Fig. 1: run 1, gate families picked out
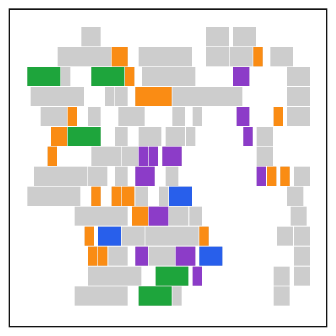
Fig. 2: run 1, placement by cell class
The bar under the picture is 10 microns long. Fill, decap, tap and diode cells in grey.
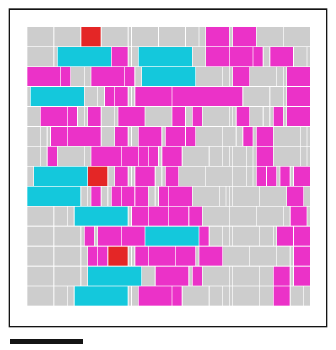
Fig. 3: run 1, cells by drive strength
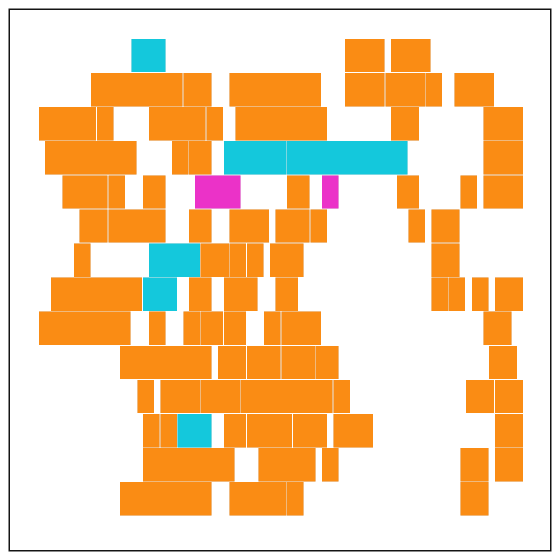
Fig. 4: run 1, signal wires on met2
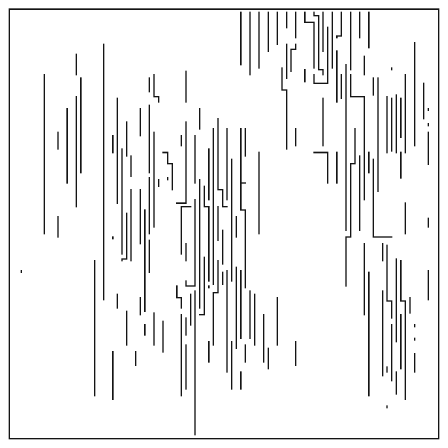
==> src/rtl/mem_port_arbiter.sv <==
// Two-master arbiter for the shared program/data memory.
// CPU port C and debug port D, round-robin with burst limit and debug lock.
module mem_port_arbiter #(
  parameter int REGISTER_WIDTH       = 4,
  parameter int MEMORY_ADDRESS_WIDTH = 4,
  parameter int MAX_BURST            = 8
) (
  input  logic                            clk_i,
  input  logic                            reset_i,
  input  logic                            c_req_i,
  input  logic                            c_we_i,
  input  logic [MEMORY_ADDRESS_WIDTH-1:0] c_addr_i,
  input  logic [REGISTER_WIDTH-1:0]       c_wdata_i,
  output logic                            c_gnt_o,
  output logic [REGISTER_WIDTH-1:0]       c_rdata_o,
  input  logic                            d_req_i,
  input  logic                            d_we_i,
  input  logic [MEMORY_ADDRESS_WIDTH-1:0] d_addr_i,
  input  logic [REGISTER_WIDTH-1:0]       d_wdata_i,
  input  logic                            d_lock_i,
  output logic                            d_gnt_o,
  output logic [REGISTER_WIDTH-1:0]       d_rdata_o,
  output logic                            read_en_mem_o,
  output logic                            write_en_mem_o,
  output logic [MEMORY_ADDRESS_WIDTH-1:0] addr_mem_o,
  output logic [REGISTER_WIDTH-1:0]       write_data_mem_o,
  input  logic [REGISTER_WIDTH-1:0]       read_data_mem_i,
  output logic                            busy_o
);

  localparam int CW = $clog2(MAX_BURST + 1);
  localparam logic [CW-1:0] LP_SAT  = CW'(MAX_BURST);
  localparam logic [CW-1:0] LP_LAST = CW'(MAX_BURST - 1);

  typedef enum logic [1:0] {
    stIDLE,
    stOWN_C,
    stOWN_D
  } state_t;

  state_t          r_state;
  state_t          w_next;
  logic            r_last_owner;
  logic [CW-1:0]   r_burst_cnt;
  logic            r_c_gnt;
  logic            r_d_gnt;
  logic            r_busy;

  logic            w_expired;
  logic            w_c_act;
  logic            w_d_act;

  // Lock keeps the saturated counter, so expiry uses >= not ==.
  assign w_expired = (r_burst_cnt >= LP_LAST);

  always_comb begin
    w_next = r_state;
    unique case (r_state)
      stIDLE: begin
        if (c_req_i && d_req_i)
          w_next = r_last_owner ? stOWN_C : stOWN_D;
        else if (c_req_i)
          w_next = stOWN_C;
        else if (d_req_i)
          w_next = stOWN_D;
      end
      stOWN_C: begin
        if (!c_req_i)
          w_next = d_req_i ? stOWN_D : stIDLE;
        else if (d_req_i && w_expired)
          w_next = stOWN_D;
      end
      stOWN_D: begin
        if (!d_req_i)
          w_next = c_req_i ? stOWN_C : stIDLE;
        else if (c_req_i && !d_lock_i && w_expired)
          w_next = stOWN_C;
      end
      default: w_next = stIDLE;
    endcase
  end

  always_ff @(posedge clk_i) begin
    if (reset_i) begin
      r_state      <= stIDLE;
      r_last_owner <= 1'b1;
      r_burst_cnt  <= '0;
      r_c_gnt      <= 1'b0;
      r_d_gnt      <= 1'b0;
      r_busy       <= 1'b0;
    end else begin
      r_state <= w_next;
      r_c_gnt <= (w_next == stOWN_C);
      r_d_gnt <= (w_next == stOWN_D);
      r_busy  <= (w_next != stIDLE);
      if (w_next != r_state) begin
        r_burst_cnt <= '0;
        if (w_next == stOWN_C)
          r_last_owner <= 1'b0;
        else if (w_next == stOWN_D)
          r_last_owner <= 1'b1;
      end else if (r_state == stIDLE) begin
        r_burst_cnt <= '0;
      end else if (r_burst_cnt != LP_SAT) begin
        r_burst_cnt <= r_burst_cnt + 1'b1;
      end
    end
  end

  // Owner drives the memory only while its request is still up.
  assign w_c_act = r_c_gnt & c_req_i;
  assign w_d_act = r_d_gnt & d_req_i;

  assign c_gnt_o = r_c_gnt;
  assign d_gnt_o = r_d_gnt;
  assign busy_o  = r_busy;

  assign read_en_mem_o  = (w_c_act & ~c_we_i) | (w_d_act & ~d_we_i);
  assign write_en_mem_o = (w_c_act & c_we_i) | (w_d_act & d_we_i);

  assign addr_mem_o =
    w_c_act ? c_addr_i :
    w_d_act ? d_addr_i : '0;

  assign write_data_mem_o =
    (w_c_act & c_we_i) ? c_wdata_i :
    (w_d_act & d_we_i) ? d_wdata_i : '0;

  assign c_rdata_o = (w_c_act & ~c_we_i) ? read_data_mem_i : '0;
  assign d_rdata_o = (w_d_act & ~d_we_i) ? read_data_mem_i : '0;

endmodule

==> config.mk <==
export PLATFORM = sky130hd
export DESIGN_NAME = mem_port_arbiter
export DESIGN_NICKNAME = d
export VERILOG_FILES = /design/src/rtl/mem_port_arbiter.sv
export SDC_FILE = /design/constraint.sdc
export NUM_CORES = 1
export LEC_CHECK = 0
export CORE_MARGIN = 2
export CORE_UTILIZATION = 50
export CTS_CLUSTER_DIAMETER = 200
export CTS_CLUSTER_SIZE = 14
export DETAILED_ROUTE_END_ITERATION = 16
export DONT_BUFFER_PORTS = 1
export HOLD_SLACK_MARGIN = 0.08
export MAX_ROUTING_LAYER = met4
export PLACE_DENSITY = 0.69
export SLEW_MARGIN = 5
export SYNTH_ARGS = -nofsm -noshare
export SYNTH_HDL_FRONTEND = slang
export SYNTH_SLANG_ARGS = --single-unit
export TNS_END_PERCENT = 10
==> constraint.sdc <==
create_clock -name clk_i -period 5.05 [get_ports clk_i]
set_input_delay 0.505 -clock clk_i [delete_from_list [all_inputs] [get_ports clk_i]]
set_output_delay 0.505 -clock clk_i [all_outputs]
set_load 0.005 [all_outputs]
==> run summary, run 1 <==
fresh numbers from the pnr run: status=finished, final reports clean, CP Class=flip-flop to flip-flop, GRT Total Usage=18.7%, Top pwr grp=sequential cells, syn_nets=125, Synth area leaders=dfxtp_1, a22o_1, ha_1, RSZ-0062 raised after global routing=no, htree depth=1, RD Place Congestion=0.894, metal2 WL=787 microns, first-pass GRT wire length=2460 microns, hold depth=1, Synth Cell Area=763 sq um, number of port buffers=0, FF/Latch Area=200 sq um, Post-Syn Area per Cell=8.21 sq um, Vias=667, P_clk=0.0521 mW, clock tree buffer depth=2, Final Skew=1.71 ps, leading area contributor after synthesis=dfxtp_1, adder share=8.20%, Final min period=2060 ps, area figure in the yosys stat output=763 sq um, share of cells above drive strength 1=8.51%, hold path start=reset_i, Final Max Tran Viols=0, Total Wirelength=1610 microns, clock slew seen by the registers of the worst setup and hold paths=60 ps, I/O Pins=48, Routed WL per cell=14.7 microns, drt via density=6.06, Int Pwr=0.136 mW, measured slew at the worst slew-check pin=470 ps, XORs/XNORs by Area=3.44%, R2R Setup Slk=2990 ps, setup bufs post-CTS=0, Comb group=0.0448 mW, seq pwr=0.0964 mW, Pwr per Cell Area=245 nW/um^2, count of final setup violators=0, CP Launch Type=flip-flop, Hold Crit Class=input port to flip-flop, Gate power share=23.2%, Inserted Clock Buffers=3, vias in the first global route=626, met3 routed WL=167 microns, CTS tree=built, Seq pwr share=49.8%, Leak=0.352 nW, Synth Seq Share=26.2%, sw frac=29.6%, Post-Syn Instances=93, drc violations=0, Root Driver=clkbuf_4, met3 Use GR=4.68%, diode count=0, Die H=43.1 microns, Synth logic family=simple AND/OR/NAND/NOR gates, Final Cycle Share=40.8%, Clock power frac=27.0%, Arr. time, crit path=2250 ps, final net count=128, Hold Path End=busy_o, crit path launch=r_burst_cnt[0], initial antenna violation count=0, crit path to=r_last_owner, CTS Hold Bufs=0, Die W=43.1 microns, Final Hold Fails=0, DR pass1 iterations=5, r2r startpoint=r_burst_cnt[0], Worst slew margin=68.3%, WL met1=642 microns, Initial Utilization=51.9%, peak supply drop=0.000138 V, M1 GR Usage=19.3%, gr ovfl total=0, Yosys Instances=93, footprint of the multi-input gates=526 sq um, CTS Sinks=10, GR Util met2=30.9%, Final HPWL DP=1310 microns, Psw=0.0572 mW, GR peak layer=met2, post_cts resized=0, yosys aoi share=23.9%, f_max=485 MHz, pin count of the biggest net entering global routing=11, chip area=1860 sq um, area share, top type=26.2%, reg2reg path depth=7, Yosys warnings=0, post-synthesis cell type count=31, Worst Path Required=5240 ps, FF-to-FF End=r_last_owner, maxcap violations=0, worst-path fanout max=6, tool warnings=29
Back to the opening pictures, Fig. 1:
| family | colour | cells | most used |
|---|---|---|---|
| XOR/XNOR gates | blue | 3 | xor2_1 |
| NOR gates | orange | 18 | nor2_1 |
| NAND gates | purple | 12 | nand2_1 |
| adder and majority cells | green | 5 | ha_1 |
multi-input gate share of total cell area: 66.5%
Finished Layout Cells: 110
Top cell excl fill/tap: nor2_1

Back to the opening pictures, Fig. 2:
| class | colour | cells | share of their area |
|---|---|---|---|
| all other logic | magenta | 81 | 71% |
| flip-flops | cyan | 10 | 26% |
| cells driving clock nets | red | 3 | 2.9% |
Final Core Density: 53.7%
Seq area share: 25.3%
design area: 791 sq um
Rows: 14
Core Area: 1470 sq um

Back to the opening pictures, Fig. 3:
| size | colour | cells | share |
|---|---|---|---|
| drive 3 to 4 | cyan | 6 | 6.4% |
| drive 1 or less | orange | 86 | 91% |
| drive 2 | magenta | 2 | 2.1% |
area grow syn2layout: 3.61%
worst setup margin: 2990 ps
Signal buffers: 0

Back to the opening pictures, Fig. 4:
main direction: vertical
wire length on this layer: 787 microns

run 1: per-stage QoR:
stage | setup WS [ps] | cells | total power [mW] | cell area (sq um) | hold slack, ps
final | 2990 | 110 | 0.193 | 791 | 307
after global routing | 2840 | 110 | 0.207 | 791 | 286
after CTS | 2990 | 110 | 0.197 | 791 | 297
after detailed placement | 3010 | 107 | 0.143 | 768 | 555
after global placement | 3120 | 107 | 0.142 | 768 | 529
after floorplan | 3160 | 93 | 0.136 | 763 | 509
run 1: flip-flops by register name (all words and copies together) (netlist names):
signal	flops
r_last_owner	1
c_gnt_o	1
d_gnt_o	1
r_state	2
busy_o	1
r_burst_cnt	4
run 1: synthesized netlist by cell type:
master and number:
inv_1 5, o22ai_1 1, nand2_1 5, a211oi_1 1, and3b_1 1, xor2_1 2
nand2b_1 1, xnor2_1 1, nor3_1 1, nor2_1 13, a221oi_4 1, ha_1 5
and3_1 1, o21ai_0 3, dfxtp_1 10, a21o_1 1, inv_2 1, a22o_2 1
nand3b_1 4, a22o_1 8, nor2b_1 3, mux2i_1 2, nand3_1 2, nor2b_4 1
or3_4 1, buf_6 1, clkbuf_1 1, and2_1 9, a221oi_1 1, a21oi_1 5
a31oi_1 1
run 1: layout make-up:
cell class              instances  area share, %
multi-input cells              75           66.5
flip-flops and latches         10           25.3
clock buffers                   3           2.85
inverters                       6           2.85
well taps                      16           2.53
run 1: cells by family after synthesis:
logic type      Yosys count
buf+inv                   8
fa+ha+maj                 5
mux                       2
xor+xnor                  3
compound gates           23
flops                    10
simple gates             42
run 1: critical path, stage by stage (launching register included):
cell      delay [ps]
dfxtp_1          400
ha_1             230
a21o_1           220
a221oi_1         110
o21ai_0          420
ha_1             320
o21ai_0          100
mux2i_1          190
Fig. 5: run 1, clock nets
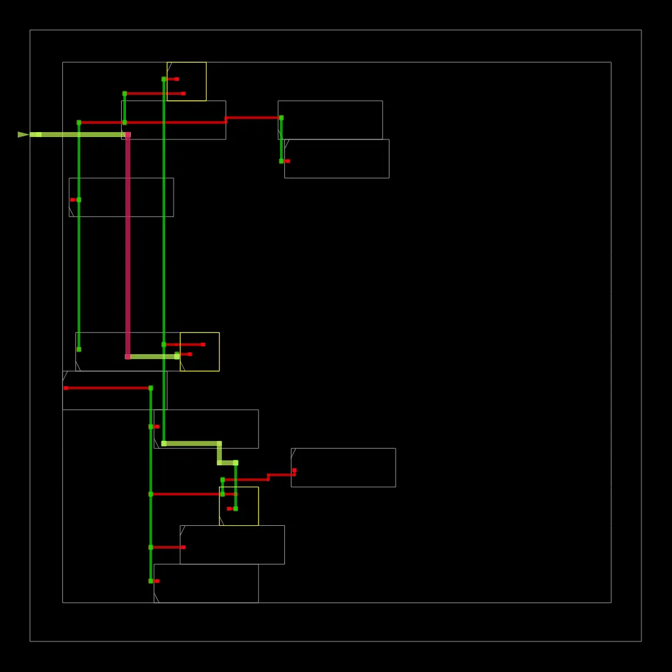

--- run 2 (diff from run 1) ---
==> constraint.sdc (replaced) <==
create_clock -name clk_i -period 2.1 [get_ports clk_i]
set_input_delay 0.21 -clock clk_i [delete_from_list [all_inputs] [get_ports clk_i]]
set_output_delay 0.21 -clock clk_i [all_outputs]
set_load 0.005 [all_outputs]
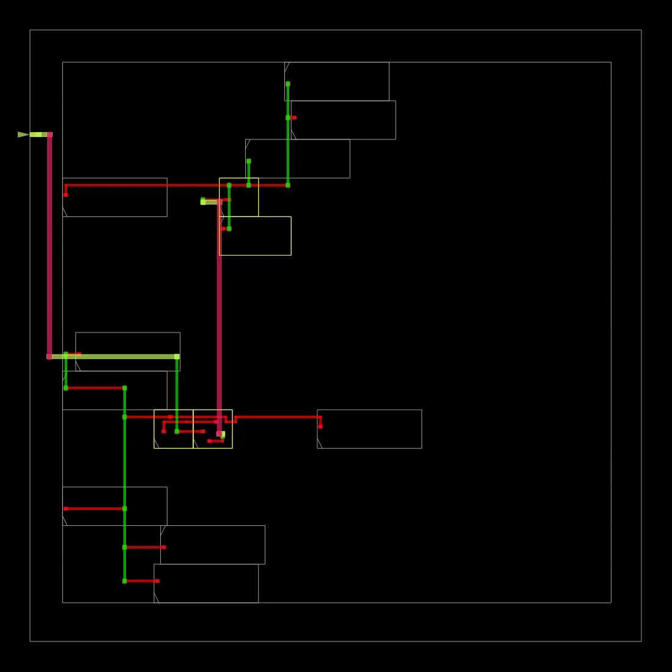
Fig. 6. Clock nets (run 2).
Clk Latency, worst-skew pair: 260 ps
Inserted Clock Buffers: 3
CTS Sinks: 10
sequential cells: 10

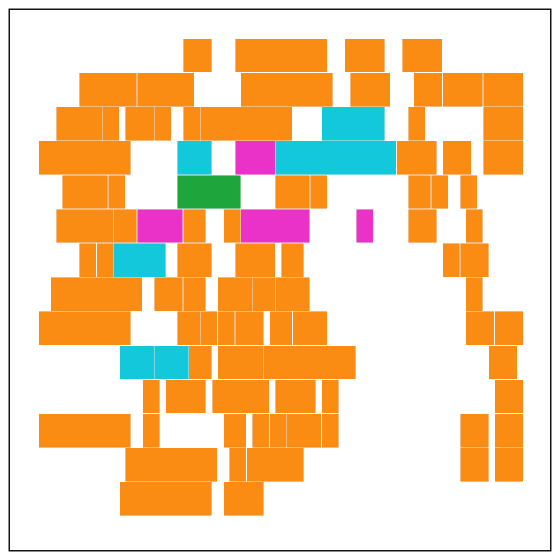
Fig. 7. Cells by drive strength (run 2).
| size | colour | cells | share |
|---|---|---|---|
| drive 2 | magenta | 4 | 4.2% |
| drive 1 or less | orange | 85 | 89% |
| drive 6 and up | green | 1 | 1.0% |
| drive 3 to 4 | cyan | 6 | 6.3% |
worst setup margin: 200 ps
design area: 825 sq um
area grow syn2layout: 8.03%

==> run 2 against run 1 <==
Register-to-register slack got worse by 2800 ps. Total power rose to 2.7 times the previous value. Hold slack worse by 190 ps. Non-clock buffer count increased by 1. Cell area is 4.3% higher. Critical path type unchanged. Largest power group unchanged. Highest routed layer unchanged.
==> run summary, run 2 <==
fresh numbers from the pnr run: Final Power=0.517 mW (+170%), non-clock inverter count=6 (unchanged), chip area=1860 sq um (unchanged), Synth area leaders=dfxtp_1, a22o_1, ha_1, syn_nets=125 (unchanged), buffering overhead=1.21% (+1.2 points), Core Area=1470 sq um (unchanged), most common cell in the synthesized netlist=nor2_1, Registers, synthesis=10, reg2reg path depth=7 (unchanged), Worst path slowest cell=dfxtp_1, number of port buffers=0 (unchanged), footprint of the multi-input gates=536 sq um (+1.9%), setup bufs post-CTS=0 (unchanged), area figure in the yosys stat output=763 sq um (unchanged), number of enable flip-flop cells=0 (unchanged), Largest regs=r_burst_cnt x4, r_state x2, crit path launch=r_burst_cnt[0], I/O Pins=48 (unchanged), Final min period=1900 ps (-161 ps), Final Hold Fails=0 (unchanged), Synth Seq Share=26.2% (unchanged), Die W=43.1 microns (unchanged), Rows=14 (unchanged), Yosys Instances=93 (unchanged), drc violations=0 (unchanged), multi-input gate share of total cell area=64.9% (-1.5 points), CP Class=flip-flop to flip-flop, Layout fillers=144, drt initial violations=9, area share, top type=26.2% (unchanged), Root Driver=clkbuf_4, Arr. time, crit path=2100 ps (-150 ps), critical path endpoint category=flip-flop, peak supply drop=0.000506 V (+270%), CP max stage delay=340 ps (-80 ps), status=finished, final reports clean, Final Max Tran Viols=0 (unchanged), CTS tree=built, Final Skew=2.14 ps (+0.428 ps), #MultiIn Comb=75 (unchanged), hold depth=2 (+1), Yosys warnings=0 (unchanged), FF-to-FF End=r_last_owner, post-synthesis async set-or-reset flop share=0% (unchanged), antenna-violating nets left=0, Hold Crit Class=input port to flip-flop, gr ovfl total=0 (unchanged), Top Layout Cells=nor2_1, dfxtp_1, and2_1, Setup TNS=0 ps, critical-path cell list=ha_1 > a21o_1 > a221oi_2 > o21ai_2 > ha_1 > o21ai_0 > mux2i_1, most used cell along the critical path=ha_1, Vias=695 (+4.2%), Top cell excl fill/tap=nor2_1, RSZ-0062 raised after global routing=no, Final HPWL DP=1300 microns (-1.2%), Worst Path Required=2300 ps (-2940 ps), tap cell count=16 (unchanged), clock buf count=4 (+1), Routed WL per cell=14.3 microns (-2.8%), Post-Syn Instances=93 (unchanged), DR pass1 iterations=4 (-1), Clock Network Area Fraction=4.40% (+1.6 points), leading area contributor after synthesis=dfxtp_1, GRT Total Usage=17.7% (-0.97 points), count of final setup violators=0 (unchanged), CP Launch Type=flip-flop, measured slew at the worst slew-check pin=293 ps (-177 ps), Synth Cell Area=763 sq um (unchanged), drt via density=6.21 (+2.3%), worst-path fanout max=6 (unchanged), post-synthesis cell type count=31 (unchanged), diode count=0 (unchanged), first-pass GRT wire length=2410 microns (-2.2%), final net count=129 (+0.78%), top post-synthesis cells by count=nor2_1, dfxtp_1, and2_1, a22o_1, Signal buffers=1 (+1), vias in the first global route=601 (-4.0%), clock slew seen by the registers of the worst setup and hold paths=70 ps (about the same), Die H=43.1 microns (unchanged), initial antenna violation count=0 (unchanged), htree depth=1 (unchanged), Seq area share=24.3% (-1.0 points), pre-CTS setup slack=55.4 ps (-2950 ps), Initial Utilization=51.9% (unchanged), Leak=0.367 nW (+4.2%), main flop type after synthesis=dfxtp_1, f_max=526 MHz (+8.5%), Buf+Inv Stages, Crit Path=0 (unchanged), Post-Syn Area per Cell=8.21 sq um (unchanged), largest reg by FF count=r_burst_cnt, maxcap violations=0 (unchanged), total stage count of the critical path=7 (unchanged), R2R Setup Slk=200 ps (-2790 ps), Final Cycle Share=90.5% (+50 points), Final Core Density=56.0% (+2.3 points), FF/Latch Area=200 sq um (unchanged), largest cell class by area=combinational gates, pin count of the biggest net entering global routing=11 (unchanged), r2r startpoint=r_burst_cnt[0], share of cells above drive strength 1=11.5% (+2.9 points), Placed Area=768 sq um (unchanged), RD Place Congestion=0.924 (+3.3%), Pwr per Cell Area=627 nW/um^2 (+160%), clock tree buffer depth=2 (unchanged), max reg flops=4 (unchanged), Total Wirelength=1600 microns (-1.1%), crit path to=r_last_owner, tool warnings=29 (unchanged), Worst slew margin=80.4% (+12 points), CP delay by family, top=AND-OR/OR-AND gates
run 2: cell types whose count changed in the layout (fill, tap and decap cells not counted):
cell | previous run | this run
clkbuf_8 | 0 | 1
o21ai_0 | 3 | 2
dlygate4sd3_1 | 0 | 1
a221oi_1 | 1 | 0
a221oi_2 | 0 | 1
o21ai_2 | 0 | 1
run 2: what timing repair did:
item	CTS	global route
endpoints found under the setup margin	0	1
hold buffers	1	0
endpoints found under the hold margin	5	0
gates resized	0	3
run 2: per-layer routing:
metal | routed length, microns | vias up | global-route usage, %
met3 | 155 | 4 | 3.83
met5 | 0 | - | -
met2 | 735 | 42 | 30.0
met1 | 672 | 315 | 19.3
met4 | 31 | 0 | 9.09
li1 | - | 334 | -
run 2: worst min path at each step:
stage | startpoint | end | slack, ps
floorplan | reset_i | busy_o | 280
global placement | reset_i | busy_o | 280
detailed placement | reset_i | busy_o | 280
CTS | reset_i | r_last_owner | 120
global route | reset_i | r_last_owner | 120
finish | reset_i | r_last_owner | 110
run 2: cells by family after synthesis:
logic type	share of synthesized area [%]
AND/OR/NAND/NOR	30.7
AND-OR/OR-AND	23.9
flip-flops	26.2
buffers and inverters	4.92
adder cells (fa/ha/maj)	8.20
XOR/XNOR	3.44
multiplexers	2.62
run 2: where the power goes:
part	internal, mW	switching [mW]	leakage, nW	total (mW)
clock network	0.105	0.0667	0.0210	0.172
logic	0.0578	0.0553	0.264	0.113
registers	0.207	0.0254	0.0819	0.232
total	0.370	0.147	0.367	0.517
run 2: metrics by stage:
stage | hold slack, ps | cells
after CTS | 118 | 112
after floorplan | 277 | 93
after detailed placement | 282 | 107
after global placement | 281 | 107
final | 114 | 112
after global routing | 124 | 112
Power is estimated from default activity; no workload was simulated.
